File: config.mk
export PLATFORM = sky130hd
export DESIGN_NAME = gray_sync_dec
export DESIGN_NICKNAME = d
export VERILOG_FILES = /design/src/rtl/gray_pkg.sv /design/src/rtl/sync_ff.sv /design/src/rtl/gray_sync_dec.sv
export SDC_FILE = /design/constraint.sdc
export NUM_CORES = 1
export LEC_CHECK = 0
export CAP_MARGIN = 15
export CORE_ASPECT_RATIO = 1.2
export CORE_MARGIN = 2
export CORE_UTILIZATION = 50
export CTS_CLUSTER_SIZE = 25
export DETAILED_ROUTE_END_ITERATION = 16
export PLACE_DENSITY = 0.81
export SETUP_SLACK_MARGIN = 0.5
export SYNTH_ARGS = -nofsm -noshare
export SYNTH_HDL_FRONTEND = slang
export SYNTH_SLANG_ARGS = --single-unit
File: constraint.sdc
create_clock -name clk -period 8.9 [get_ports clk]
set_input_delay 1.335 -clock clk [delete_from_list [all_inputs] [get_ports clk]]
set_output_delay 1.335 -clock clk [all_outputs]
set_load 0.1 [all_outputs]
File: src/rtl/gray_pkg.sv
// Shared Gray-code helpers for the counter crossing path.
// Functions take a fixed wide argument; callers zero-extend, which a prefix XOR tolerates.
package gray_pkg;

  localparam int SYNC_MIN = 2;
  localparam int GMAX_W   = 64;

  // Prefix XOR from the MSB down; zero-extended upper bits leave the result unchanged.
  function automatic logic [GMAX_W-1:0] gray2bin(input logic [GMAX_W-1:0] g);
    logic [GMAX_W-1:0] b;
    logic              acc;
    b   = '0;
    acc = 1'b0;
    for (int i = GMAX_W - 1; i >= 0; i--) begin
      acc  = acc ^ g[i];
      b[i] = acc;
    end
    return b;
  endfunction

  function automatic logic [GMAX_W-1:0] bin2gray(input logic [GMAX_W-1:0] b);
    return b ^ (b >> 1);
  endfunction

  function automatic int unsigned popcount(input logic [GMAX_W-1:0] v);
    int unsigned cnt;
    cnt = 0;
    for (int i = 0; i < GMAX_W; i++) begin
      cnt = cnt + 32'(v[i]);
    end
    return cnt;
  endfunction

endpackage

File: src/rtl/sync_ff.sv
// Multi-stage, multi-bit synchronizer with asynchronous clear.
// Only suitable for buses where at most one bit changes per source update (e.g. Gray codes).
module sync_ff #(
  parameter int WIDTH  = 8,
  parameter int STAGES = 2
) (
  input  logic             clk,
  input  logic             aclr,
  input  logic [WIDTH-1:0] d,
  output logic [WIDTH-1:0] q
);

  logic [WIDTH-1:0] stage_reg [STAGES];

  always_ff @(posedge clk or posedge aclr) begin
    if (aclr) begin
      stage_reg[0] <= '0;
    end else begin
      stage_reg[0] <= d;
    end
  end

  genvar gi;
  generate
    for (gi = 1; gi < STAGES; gi++) begin : g_stage
      always_ff @(posedge clk or posedge aclr) begin
        if (aclr) begin
          stage_reg[gi] <= '0;
        end else begin
          stage_reg[gi] <= stage_reg[gi-1];
        end
      end
    end
  endgenerate

  assign q = stage_reg[STAGES-1];

endmodule

File: src/rtl/gray_sync_dec.sv
// Receive side of a Gray counter crossing: synchronize, decode to binary,
// and report per-update delta plus multi-bit-step violations.
module gray_sync_dec
  import gray_pkg::*;
#(
  parameter int WIDTH       = 8,
  parameter int SYNC_STAGES = 2
) (
  input  logic             clk,
  input  logic             aclr,
  input  logic             ena,
  input  logic [WIDTH-1:0] gray_in,
  input  logic             err_clr,
  output logic [WIDTH-1:0] bin_out,
  output logic             bin_valid,
  output logic [WIDTH-1:0] delta,
  output logic             step_err,
  output logic             err_sticky
);

  localparam int STAGES = (SYNC_STAGES < SYNC_MIN) ? SYNC_MIN : SYNC_STAGES;
  localparam int CNT_W  = $clog2(STAGES + 1);

  logic [WIDTH-1:0] gray_s;
  logic [WIDTH-1:0] gray_prev_reg;
  logic [WIDTH-1:0] bin_next;
  logic [CNT_W-1:0] prime_cnt_reg;
  logic             ena_prev_reg;
  logic             step_next;

  sync_ff #(
    .WIDTH  (WIDTH),
    .STAGES (STAGES)
  ) u_sync (
    .clk  (clk),
    .aclr (aclr),
    .d    (gray_in),
    .q    (gray_s)
  );

  // A sample right after an ena gap may legitimately jump several steps.
  always_comb begin
    bin_next  = WIDTH'(gray2bin(GMAX_W'(gray_s)));
    step_next = bin_valid && ena_prev_reg &&
                (popcount(GMAX_W'(gray_s ^ gray_prev_reg)) > 1);
  end

  always_ff @(posedge clk or posedge aclr) begin
    if (aclr) begin
      gray_prev_reg <= '0;
      prime_cnt_reg <= '0;
      ena_prev_reg  <= 1'b0;
      bin_out       <= '0;
      bin_valid     <= 1'b0;
      delta         <= '0;
      step_err      <= 1'b0;
      err_sticky    <= 1'b0;
    end else begin
      ena_prev_reg <= ena;
      err_sticky   <= step_err | (err_sticky & ~err_clr);
      if (ena) begin
        bin_out       <= bin_next;
        gray_prev_reg <= gray_s;
        delta         <= bin_valid ? (bin_next - bin_out) : '0;
        step_err      <= step_next;
        if (!bin_valid) begin
          if (prime_cnt_reg == CNT_W'(STAGES)) begin
            bin_valid <= 1'b1;
          end else begin
            prime_cnt_reg <= prime_cnt_reg + 1'b1;
          end
        end
      end else begin
        delta    <= '0;
        step_err <= 1'b0;
      end
    end
  end

endmodule

==> impl_metrics.env, run 1 <==
# implementation run metrics
export IMPL_ys_sh_aoi=0.0730
export IMPL_timing_fmax_mhz=285
export IMPL_top_power_group="combinational logic"
export IMPL_crit_required_ps=9090
export IMPL_total_power_uw=856
export IMPL_crit_start="u_sync.q[1]"
export IMPL_synthMuxAreaShare=0.0493
export IMPL_r2r_slack_ps=5400
export IMPL_ctsHoldBuffers=0
export IMPL_ys_sh_xor=0.100
export IMPL_status="finished, final reports clean"
export IMPL_avgSynthCellArea_sq_um=12.2
export IMPL_gp_congestion=0.890
export IMPL_post_cts_buffers=0
export IMPL_hold_path_class="reg2reg"
export IMPL_clk_pin_slew_worst_paths_ps=80
export IMPL_areaGrowthSynthToFinish_pct=22.7
export IMPL_ys_chip_area_sq_mm=0.00206
export IMPL_h_tree_depth=2
export IMPL_via_per_inst=4.74
export IMPL_fp_nets=197
export IMPL_relSlewSlack=0.348
export IMPL_hold_depth=0
export IMPL_tightest_slew_ps=975
export IMPL_drv_cap=0
export IMPL_ys_cells=169
export IMPL_grt_pass1_vias=1270
export IMPL_grt_start_max_net_pins=46
export IMPL_whs_endpoint="u_sync.q[2]"
export IMPL_maxUsedRoutingLayer="met4"
export IMPL_peakVddDrop_v=0.000162
export IMPL_period_minus_slack_ps=3500
export IMPL_die_y_um=74.3
export IMPL_met2_usage=0.270
export IMPL_grt_use_total=0.155
export IMPL_p_clk_frac=0.172
export IMPL_netlist_instances=169
export IMPL_crit_arrival_ps=3700
export IMPL_ys_types=25
export IMPL_critical_path_cell_chain="xor2_1 > fa_1 > fa_1 > inv_1 > fa_1 > inv_1 > ha_1 > inv_1 > fa_1 > a211oi_1 > mux2_2 > a21oi_1"
export IMPL_met3_length_um=105
export IMPL_hpwlAfterDp_um=2220
export IMPL_openroad_warnings=27
export IMPL_worst_setup_path_type="reg2reg"
export IMPL_clk_latency_ps=300
export IMPL_simple_gate_area_frac=0.0681
export IMPL_placed_cells=251
export IMPL_synth_seq_cells=45
export IMPL_syn_cell_area_sq_mm=0.00206
export IMPL_final_util=0.640
export IMPL_fp_util=0.522
export IMPL_placed_area_sq_mm=0.00242
export IMPL_gr_usage_met3=0.0363
-- run 1: worst max-delay path: cells and delay by family, from the launching register on --
kind                       cells  cell delay, ps
adders and majority gates      5            2040
DFF                            1             440
AOI/OAI and AO/OA              2             310
xor gates and xnor gates       1             230
muxes                          1             200
buffers and inverters          3             170
-- run 1: cell usage after synthesis (all sizes together) --
master	count	area (sq um)
xnor2	15	154
nand2	9	33.8
nor2	9	33.8
or3	1	6.26
o21a	6	45.0
buf	2	12.5
clkbuf	2	7.51
dfrtp	45	1130
xor2	6	52.6
inv	20	75.1
fa	5	100
ha	11	138
a21boi	2	15.0
o21ai	6	33.8
and2	2	12.5
o32ai	1	8.76
a21o	2	15.0
nor3	7	35.0
a21oi	5	25.0
a211oi	1	7.51
mux2	9	101
nor2b	3	18.8
-- run 1: cell type report --
type	count	area [sq um]	share of cell area
clock buffers	5	68.8	0.0273
clock inverters	2	35.0	0.0139
inverters	20	75.1	0.0297
multi-input cells	100	836	0.331
flip-flops and latches	45	1130	0.446
well taps	54	67.6	0.0268
repair buffers	32	315	0.125
-- run 1: cell usage in the layout, fill, tap and decap left out, types with 2 or more instances in the layout --
| cell | instances |
|---|---|
| nand2_1 | 9 |
| o21a_1 | 6 |
| fa_1 | 5 |
| o21ai_0 | 5 |
| xnor2_2 | 3 |
| mux2_2 | 9 |
| inv_1 | 19 |
| a21oi_1 | 5 |
| nor3_1 | 7 |
| clkbuf_8 | 5 |
| nor2b_1 | 3 |
| buf_4 | 2 |
| nor2_1 | 9 |
| a21boi_0 | 2 |
| and2_1 | 2 |
| dfrtp_1 | 45 |
| xnor2_1 | 12 |
| a21o_1 | 2 |
| xor2_1 | 6 |
| ha_1 | 11 |
| clkdlybuf4s50_1 | 30 |
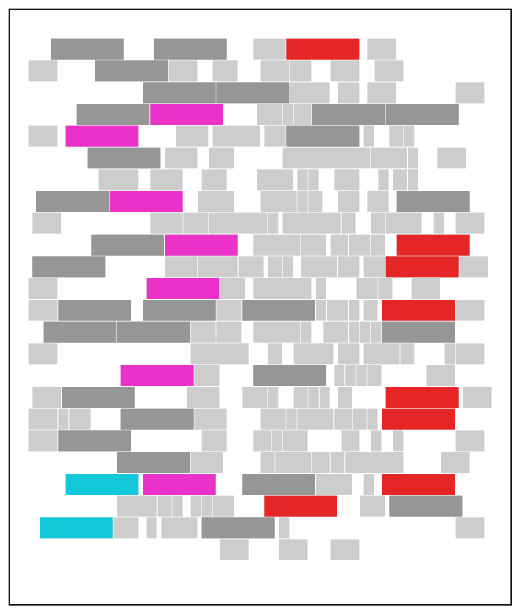
(run_1/ff_map.png)
Drawn at 8 px/um.
Cyan shows `prime_cnt_reg`, placed flops 2. Magenta shows `gray_prev_reg`, placed flops 7. Red shows `delta`, placed flops 8.
FF+latch area: 0.00113 sq mm
Seq/total area: 0.446
Sequential Power: 263 uW

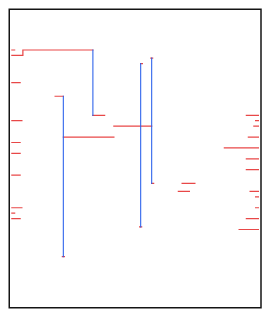
(run_1/layers.png)
Drawn at 4 px/um. Two of the layers only.
Red shows M3, wire length 106 um. Blue shows M4, wire length 129 um.

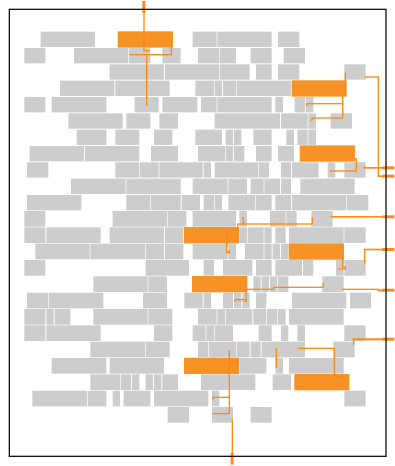
(run_1/port_trees.png)
Drawn at 6 px/um.
Orange shows `bin_out`, direction output, edge 6 east, 1 south, 1 north, end cells 8, buffers 8, wire 184 um.
number of port buffers: 30
IO Pins: 31

## Run 2: what changed since run 1
CORE_UTILIZATION = 48   (was 50)
clock period = 2.9 ns   (was 8.9 ns; I/O delays follow)
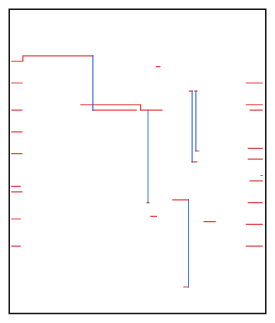
(run_2/layers.png)
Drawn at 4 px/um. Two of the layers only.
Red shows M3, wire length 118 um. Blue shows M4, wire length 91.1 um.
WL/cell: 13.8 um
total number of vias: 1372
DRT Wirelength: 3890 um

==> run 2 against run 1 <==
The flow now finishes with violations (setup timing); clock power rose to 3.2 times the previous value; flip-flop count stayed put; critical path depth did not move; sequential power went up to 3.1 times the previous value; non-clock buffer count is 21 higher; register-to-register slack worse by 5800 ps; worst setup slack got worse by 5800 ps; sequential share of layout area is 4.6 points lower; cell area increased by 12%; cell count increased by 9.3%; wire length is 26% higher; maximum frequency rose by 7.4%; critical endpoint unchanged; largest power group unchanged.
==> impl_metrics.env, run 2 <==
# implementation run metrics
export IMPL_first_iter_violations=69
export IMPL_status="finished, violations left"
export IMPL_fill_cells=309
export IMPL_tightest_slew_ps=610
export IMPL_pin_count=31
export IMPL_cts_buffer_depth=2
export IMPL_netlist_instances=169
export IMPL_final_area_sq_mm=0.00283
export IMPL_synth_most_common_cell="dfrtp_1"
export IMPL_pre_cts_ws_ps=-325
export IMPL_rows=26
export IMPL_r2r_slack_ps=-360
export IMPL_layout_top_cell="dfrtp_1"
export IMPL_p_sw_mw=1.38
export IMPL_top_area_frac=0.547
export IMPL_p_int_mw=1.65
export IMPL_ys_types=25
export IMPL_netSwitchingFraction=0.456
export IMPL_crit_required_ps=3080
export IMPL_drt_first_pass_iters=4
export IMPL_gp_congestion=0.860
export IMPL_synth_area_leader_cell="dfrtp_1"
export IMPL_avgSynthCellArea_sq_um=12.2
export IMPL_endpoint_kind="flop"
export IMPL_r2r_worst_path_cells=12
export IMPL_io_buffers=30
export IMPL_p_clk_frac=0.157
export IMPL_dieArea_sq_mm=0.00483
export IMPL_hold_depth=0
export IMPL_syn_cell_area_sq_mm=0.00206
export IMPL_synthFlopType="dfrtp_1"
export IMPL_grt_pass1_vias=1299
export IMPL_crit_arrival_ps=3440
export IMPL_grt_start_max_net_pins=46
export IMPL_period_minus_slack_ps=3260
export IMPL_h_tree_depth=2
export IMPL_met3_length_um=118
export IMPL_final_util=0.674
export IMPL_grt_pass1_wl_um=5770
export IMPL_grt_use_total=0.161
export IMPL_drv_slew=0
export IMPL_clk_latency_ps=300
export IMPL_hold_ws_ps=351
export IMPL_final_cell_mix="dfrtp_1 (41), buf_4 (40), inv_1 (17)"
export IMPL_start_kind="flop"
export IMPL_area_leaders="dfrtp_1 (55%), ha_1 (6.7%), xnor2_1 (5.1%), mux2_2 (4.9%), fa_1 (4.9%)"
export IMPL_worstPathMaxFanout=2
export IMPL_p_comb_frac=0.575
export IMPL_top_power_group="combinational logic"
export IMPL_grt_setup_unrepaired="yes"
export IMPL_hpwlAfterDp_um=2370
export IMPL_synth_seq_cells=45
export IMPL_cts_sinks=45
export IMPL_layout_worst_path_cycle_share=1.13
export IMPL_fp_nets=197
export IMPL_via_per_inst=4.87
export IMPL_openroad_warnings=30
export IMPL_fp_util=0.490
export IMPL_ys_chip_area_sq_mm=0.00206
export IMPL_sequentialPower_uw=812
export IMPL_ys_top_cells_by_count="dfrtp_1 (45), inv_1 (20), xnor2_1 (12)"
export IMPL_p_clk_uw=477
export IMPL_core_sq_mm=0.00420
export IMPL_placed_area_sq_mm=0.00244
export IMPL_power_leakage_nw=1.33
export IMPL_worst_slack_ps=-363
export IMPL_total_power_mw=3.03
export IMPL_edf_count=0
export IMPL_drv_cap=0
export IMPL_drtAntennaViolNets=0
export IMPL_setup_viol_count_final=1
export IMPL_peakVddDrop_v=0.000465
export IMPL_die_w_um=63.8
export IMPL_maxUsedRoutingLayer="met4"
export IMPL_timing_fmax_mhz=306
export IMPL_ys_cells=169
export IMPL_relSlewSlack=0.592
export IMPL_placed_cells=259
export IMPL_async_flop_share=1.00
export IMPL_die_y_um=75.7
export IMPL_cts_made_buffers=5
export IMPL_p_comb_mw=1.74
export IMPL_clk_pin_slew_worst_paths_ps=80
export IMPL_worst_setup_path_type="reg2reg"
export IMPL_fin_setup_tns_ps=-363
export IMPL_areaGrowthSynthToFinish_pct=37.4
export IMPL_hold_path_class="reg2reg"
export IMPL_violations="setup timing"
run 2: logic make-up (layout without fill, tap and decap cells):
kind of cell,Yosys count,in the layout,share of synthesized area
DFF,45,45,0.547
AOI/OAI and AO/OA,23,23,0.0730
xor gates and xnor gates,21,21,0.100
muxes,9,9,0.0493
buffers and inverters,24,81,0.0462
and+or+nand+nor,31,31,0.0681
adders and majority gates,16,16,0.116
run 2: worst max-delay path, cell delays in order, from the launching register on:
cell	delay (ps)
dfrtp_1	400
xor2_1	180
fa_1	510
fa_1	490
inv_1	50
fa_1	450
inv_1	80
ha_2	190
inv_2	40
fa_2	380
a211oi_2	150
mux2_4	180
a21oi_2	50
run 2: layer usage:
| layer | global-route usage | vias to the layer above |
|---|---|---|
| li1 | - | 650 |
| met1 | 0.168 | 677 |
| met2 | 0.317 | 35 |
| met3 | 0.0310 | 10 |
| met4 | 0.0725 | 0 |
| met5 | 0 | - |
run 2: timing repair:
item,4_1_cts,5_1_grt
endpoints found under the setup margin,5,7
buffers inserted,10,5
hold buffers,0,0
resized,10,22
pin swaps,9,14
run 2: cell type report:
type	instances	area [sq um]	area share
flip-flops and latches	45	1130	0.400
multi-input cells	100	1000	0.354
repair buffers	53	433	0.153
clock buffers	7	86.3	0.0305
inverters	20	75.1	0.0266
well taps	56	70.1	0.0248
clock inverters	1	30.0	0.0106
run 2: path summary, 6_finish.rpt:
kind / startpoint / to
min in group asynchronous: aclr / delta[4]
max: u_sync.q[0] / step_err
min: u_sync.stage_reg[15] / u_sync.q[7]
max in group asynchronous: aclr / u_sync.q[6]
max reg2reg: u_sync.q[0] / step_err
min reg2reg: u_sync.stage_reg[15] / u_sync.q[7]
## Run 3: what changed since run 2
PLACE_DENSITY = 0.84   (was 0.81)
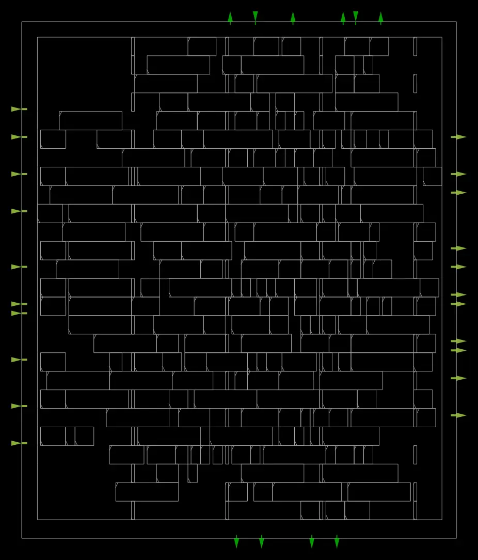
(run_3/placed.png)
Seq/total area: 0.399
n_taps: 56
row count: 26

==> run 3 against run 2 <==
The run still ends with setup timing left; clock skew fell by 7.8 ps; hold slack got worse by 0.97 ps; cell area hardly changed; via count down 1.2%; sequential share of layout area fell by 0.097 points; synthesized cell count is the same; die area is the same; combinational power down 3%; largest cell class unchanged.
==> impl_metrics.env, run 3 <==
# implementation run metrics
export IMPL_status="finished, violations left"
export IMPL_violations="setup timing"
export IMPL_first_iter_violations=54
export IMPL_synthFlopType="dfrtp_1"
export IMPL_edf_count=0
export IMPL_openroad_warnings=30
export IMPL_ys_sh_aoi=0.0730
export IMPL_synthAdderAreaFrac=0.116
export IMPL_drt_wl_total_um=3510
export IMPL_drt_first_pass_iters=4
export IMPL_final_area_sq_mm=0.00282
export IMPL_worstPathMaxFanout=2
export IMPL_die_y_um=75.7
export IMPL_met2_usage=0.287
export IMPL_worst_setup_path_type="reg2reg"
export IMPL_critical_path_cell_chain="xor2_2 > fa_1 > fa_1 > inv_2 > fa_1 > inv_1 > ha_2 > inv_2 > fa_2 > a211oi_2 > mux2_4 > a21oi_2"
export IMPL_areaGrowthSynthToFinish_pct=37.3
export IMPL_timing_fmax_mhz=309
export IMPL_p_comb_frac=0.554
export IMPL_p_sw_mw=1.35
export IMPL_grt_setup_unrepaired="yes"
export IMPL_synthMuxAreaShare=0.0493
export IMPL_use_met1=0.151
export IMPL_clk_pin_slew_worst_paths_ps=80
export IMPL_setup_viol_count_final=1
export IMPL_p_comb_mw=1.68
export IMPL_grt_start_max_net_pins=46
export IMPL_async_flop_share=1.00
export IMPL_netSwitchingFraction=0.445
export IMPL_crit_start="u_sync.q[1]"
export IMPL_placed_cells=258
export IMPL_endpoint_kind="flop"
export IMPL_fp_util=0.490
export IMPL_ys_sh_xor=0.100
export IMPL_gr_usage_met3=0.0517
export IMPL_drtAntennaViolNets=0
export IMPL_total_power_mw=3.04
export IMPL_grt_pass1_vias=1321
export IMPL_placed_area_sq_mm=0.00243
export IMPL_crit_arrival_ps=3440
export IMPL_core_sq_mm=0.00420
export IMPL_h_tree_depth=2
export IMPL_via_per_inst=4.86
export IMPL_io_buffers=30
export IMPL_crit_required_ps=3100
export IMPL_power_leakage_nw=1.32
export IMPL_avgSynthCellArea_sq_um=12.2
export IMPL_period_minus_slack_ps=3240
export IMPL_synthTopLogicFamily="adder cells"
export IMPL_ys_top_cells_by_count="dfrtp_1 (45), inv_1 (20), xnor2_1 (12)"
export IMPL_cts_buffer_depth=2
export IMPL_grt_busiest_layer="met2"
export IMPL_clk_latency_ps=300
export IMPL_worst_slack_ps=-339
export IMPL_netlist_instances=169
export IMPL_syn_cell_area_sq_mm=0.00206
export IMPL_vias=1355
export IMPL_hpwlAfterDp_um=2310
## run 3: path summary, 6_finish.rpt
check	to	slack (ps)
worst min-delay path	u_sync.q[5]	350
worst max register to register	step_err	-340
min in group asynchronous	bin_valid	560
worst max-delay path	step_err	-340
worst min register to register	u_sync.q[5]	350
max in group asynchronous	u_sync.q[5]	1940
## run 3: repair_timing
item	4_1_cts	5_1_grt
hold buffers	0	0
resized	19	10
setup endpoints to repair	5	6
endpoints found under the hold margin	0	0
pin swaps	15	8
cloned	0	0
buffers inserted	8	5
## run 3: through the flow
| step | util | setup WS, ps | TNS (ps) |
|---|---|---|---|
| 2_1_floorplan | - | -242 | -242 |
| 3_3_place_gp | 0.580 | -228 | -228 |
| 3_5_place_dp | 0.580 | -359 | -359 |
| 4_1_cts | 0.650 | -357 | -357 |
| 5_1_grt | 0.673 | -432 | -432 |
| 6_report | 0.673 | -339 | -339 |
## run 3: metal layers
layer / wire, um / vias to the layer above
met1: 1340 / 665
li1: - / 651
met5: 0 / -
met4: 57 / 0
met3: 151 / 5
met2: 1970 / 34
## run 3: critical path, delay by kind of cell (launching register included)
family	cells	cell delay, ps
XOR/XNOR	1	190
buffers and inverters	3	150
flip-flops	1	410
adder cells (fa/ha/maj)	5	1990
multiplexers	1	180
AND-OR/OR-AND	2	220
## run 3: final cells by class
cell class | instances | area, sq um | area share
Sequential cell | 45 | 1130 | 0.399
Multi-Input combinational cell | 100 | 1000 | 0.355
Timing Repair Buffer | 50 | 414 | 0.147
Inverter | 20 | 75.1 | 0.0266
Tap cell | 56 | 70.1 | 0.0248
Clock buffer | 5 | 68.8 | 0.0244
Clock inverter | 3 | 65.1 | 0.0230

==> screenshots <==
Routed metal per tile.
Drawn at 4 px/um. The die is cut into 13 by 15 equal tiles; dark blue is low, red is high, scaled to the fullest tile. Values are wire area over tile area, all layers added.
panel A
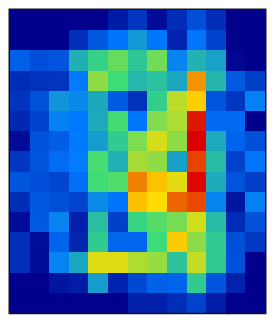
panel B
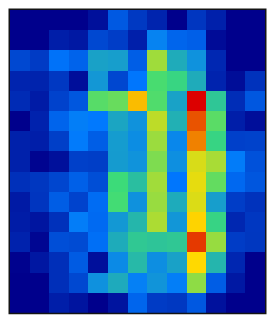
panel C
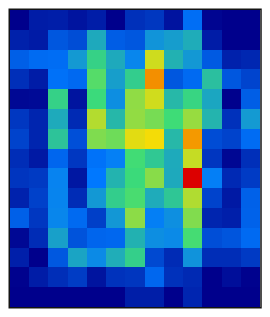
Run 2 is panel B.
Run 1 is panel C.
Run 3 is panel A.

Key to panel A:
21% of the tiles are over half the peak. The mean over all tiles is 0.11. The densest ninth of the die: center.

Power is estimated from default activity; no workload was simulated.
